==> config.mk <==
export PLATFORM = sky130hd
export DESIGN_NAME = video_timing_gen
export DESIGN_NICKNAME = d
export VERILOG_FILES = /design/src/rtl/video_timing_gen.sv
export SDC_FILE = /design/constraint.sdc
export NUM_CORES = 1
export LEC_CHECK = 0
export ABC_AREA = 0
export CORE_ASPECT_RATIO = 1.75
export CORE_UTILIZATION = 57
export CTS_CLUSTER_SIZE = 12
export DETAILED_ROUTE_END_ITERATION = 16
export GPL_ROUTABILITY_DRIVEN = 0
export GPL_TIMING_DRIVEN = 0
export PLACE_DENSITY_LB_ADDON = 0.05
export SLEW_MARGIN = 40
export SYNTH_ARGS = -nofsm -noshare
export SYNTH_HDL_FRONTEND = slang
export SYNTH_SLANG_ARGS = --single-unit
export TNS_END_PERCENT = 100
==> constraint.sdc <==
create_clock -name clk_i -period 4.1 [get_ports clk_i]
set_clock_uncertainty 0.1 [all_clocks]
set_input_delay 0.41 -clock clk_i [delete_from_list [all_inputs] [get_ports clk_i]]
set_output_delay 0.41 -clock clk_i [all_outputs]
set_load 0.05 [all_outputs]
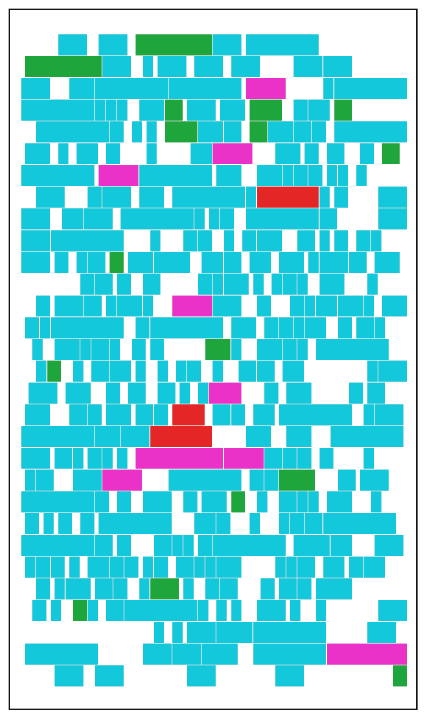
*Cell sizes after repair*
Drawn at 8 px/µm.
Key: red = _3 and _4 cells [cells 3, share 0.89%]; green = _2 cells [cells 16, share 4.7%]; magenta = _6 and larger [cells 9, share 2.7%]; cyan = _0 and _1 cells [cells 310, share 92%]
Buffers, non-clock: 61
post-route cell area: 0.00290 mm²
Syn-to-layout area delta: 22.4%

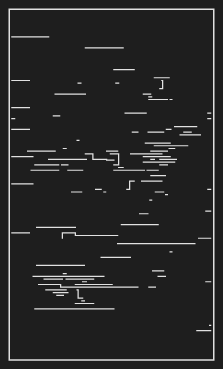
*Signal wires on met3*
Drawn at 4 px/µm.
67 nets have wire on it. The wires run mostly horizontal. The layer carries 430 µm of wire. The layer holds 6.0% of the routed length. The longest straight run is 19.8 µm.
GR Util met3: 0.0506
Post-Route WL: 7200 µm

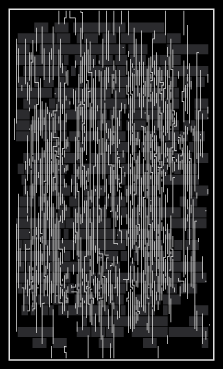
*M2 wires*
Drawn at 4 px/µm.
The wires run mostly vertical. The layer holds 52% of the routed length. The longest straight run is 37.2 µm.
met2 Use GR: 0.623
Via Count: 2,603

==> ci_impl_report.md <==
### Flow metrics

| Metric | Value |
|---|---|
| Run status | `finished, final reports clean` |
| Aggregate global routing overflow | `0` |
| Mapped Cells | `296` |
| Reg2reg setup slack | `0.92 ns` |
| Most used logic cell in the final layout | `clkdlybuf4s50_1` |
| Largest net degree at the start of global routing | `22` |
| Largest stage delay on the critical path | `0.63 ns` |
| Post-layout period usage | `0.776` |
| Crit. End Element | `flip-flop` |
| Total track usage | `0.353` |
| Avg Inst Size Synth | `8.01 µm²` |
| Clock slew at reported path FFs | `0.07 ns` |
| Total number of H-tree levels | `2` |
| Sequential share of power | `0.275` |
| Largest register FFs | `12` |
| RSZ-0062 raised after global routing | `false` |
| Worst EP arrival | `3.32 ns` |
| Port bufs | `32` |
| Switching share of total power | `0.469` |
| Hold Path Depth | `1` |
| Post-CTS Setup Bufs | `0` |
| Sequential Area | `778 µm²` |
| Final nets | `346` |
| Most frequent cells in the layout | `clkdlybuf4s50_1 (31), nand2_1 (29), dfrtp_1 (29)` |
| Most frequent cells after synthesis | `dfrtp_1 (29), nand2_1 (29), o21ai_0 (25)` |
| Final Setup Violations | `0` |
| Post-route ant nets | `0` |
| Clock Sinks | `31` |
| CTS Buf Count | `5` |
| Die area | `0.00443 mm²` |
| Post-Layout Cell Count | `386` |
| EDFF count, synth | `0` |
| CTS tree | `yes` |
| Final Max Slew Viols | `0` |
| CP delay by family, top | `AND-OR/OR-AND gates` |
| Clock root buffer master | `clkbuf_8` |
| Mapped Nets | `305` |
| First-pass iteration count of the detailed router | `5` |
| Post-DP HPWL | `5250 µm` |
| Cts repair resizes | `0` |
| CP Launch Type | `flip-flop` |
| Util after Layout | `0.736` |
| Top cells by area | `dfrtp_1 (31%), o21ai_0 (5.3%), nand2_1 (4.6%), nand3_1 (3.8%), clkbuf_1 (3.5%)` |
| Fin crit period | `3.18 ns` |
| Total power | `1.51 mW` |
| Comb power frac | `0.510` |
| Worst-margin pin slew | `0.610 ns` |
| Synthesis Warnings | `0` |
| Worst hold path type | `flip-flop to flip-flop` |
| Lkg Pwr | `1.12 nW` |
| Rows | `30` |
| Ant diodes | `0` |
| Slew HR | `0.590` |
| Post-synthesis sequential area ratio | `0.328` |
| FF+latch count, synth | `31` |
| Area post-placement | `0.00277 mm²` |
| Seq power | `0.414 mW` |
| P_clk | `0.325 mW` |
| Dpl cells | `377` |
| First-pass GRT wire length | `11,600 µm` |
| CTS max path bufs | `2` |
| Clock Power Share | `0.215` |
| Synth unique cells | `57` |
per-layer routing:
layer,part of all wire,wire length (µm),GRT usage,vias up
met1,0.37,2690,0.388,1242
met4,0.048,345,0.217,0
met2,0.52,3740,0.623,146
met3,0.060,430,0.0506,35
li1,-,-,-,1180
met5,0,0,0,-
kinds of logic (layout without fill, tap and decap cells):
kind of cell,after synthesis,after routing,synth area share
adders and majority gates,5,5,0.0264
and+or+nand+nor,113,113,0.260
DFF,31,31,0.328
buffers and inverters,40,82,0.0681
xor gates and xnor gates,9,9,0.0332
AOI/OAI and AO/OA,95,95,0.271
muxes,3,3,0.0132
final cells by class:
type	instances	area share
multi-input cells	225	0.493
flip-flops and latches	31	0.268
repair buffers	34	0.122
plain buffers	27	0.0388
clock buffers	6	0.0285
well taps	48	0.0207
inverters	13	0.0168
clock inverters	2	0.0121
Power and IR drop assume default switching activity.
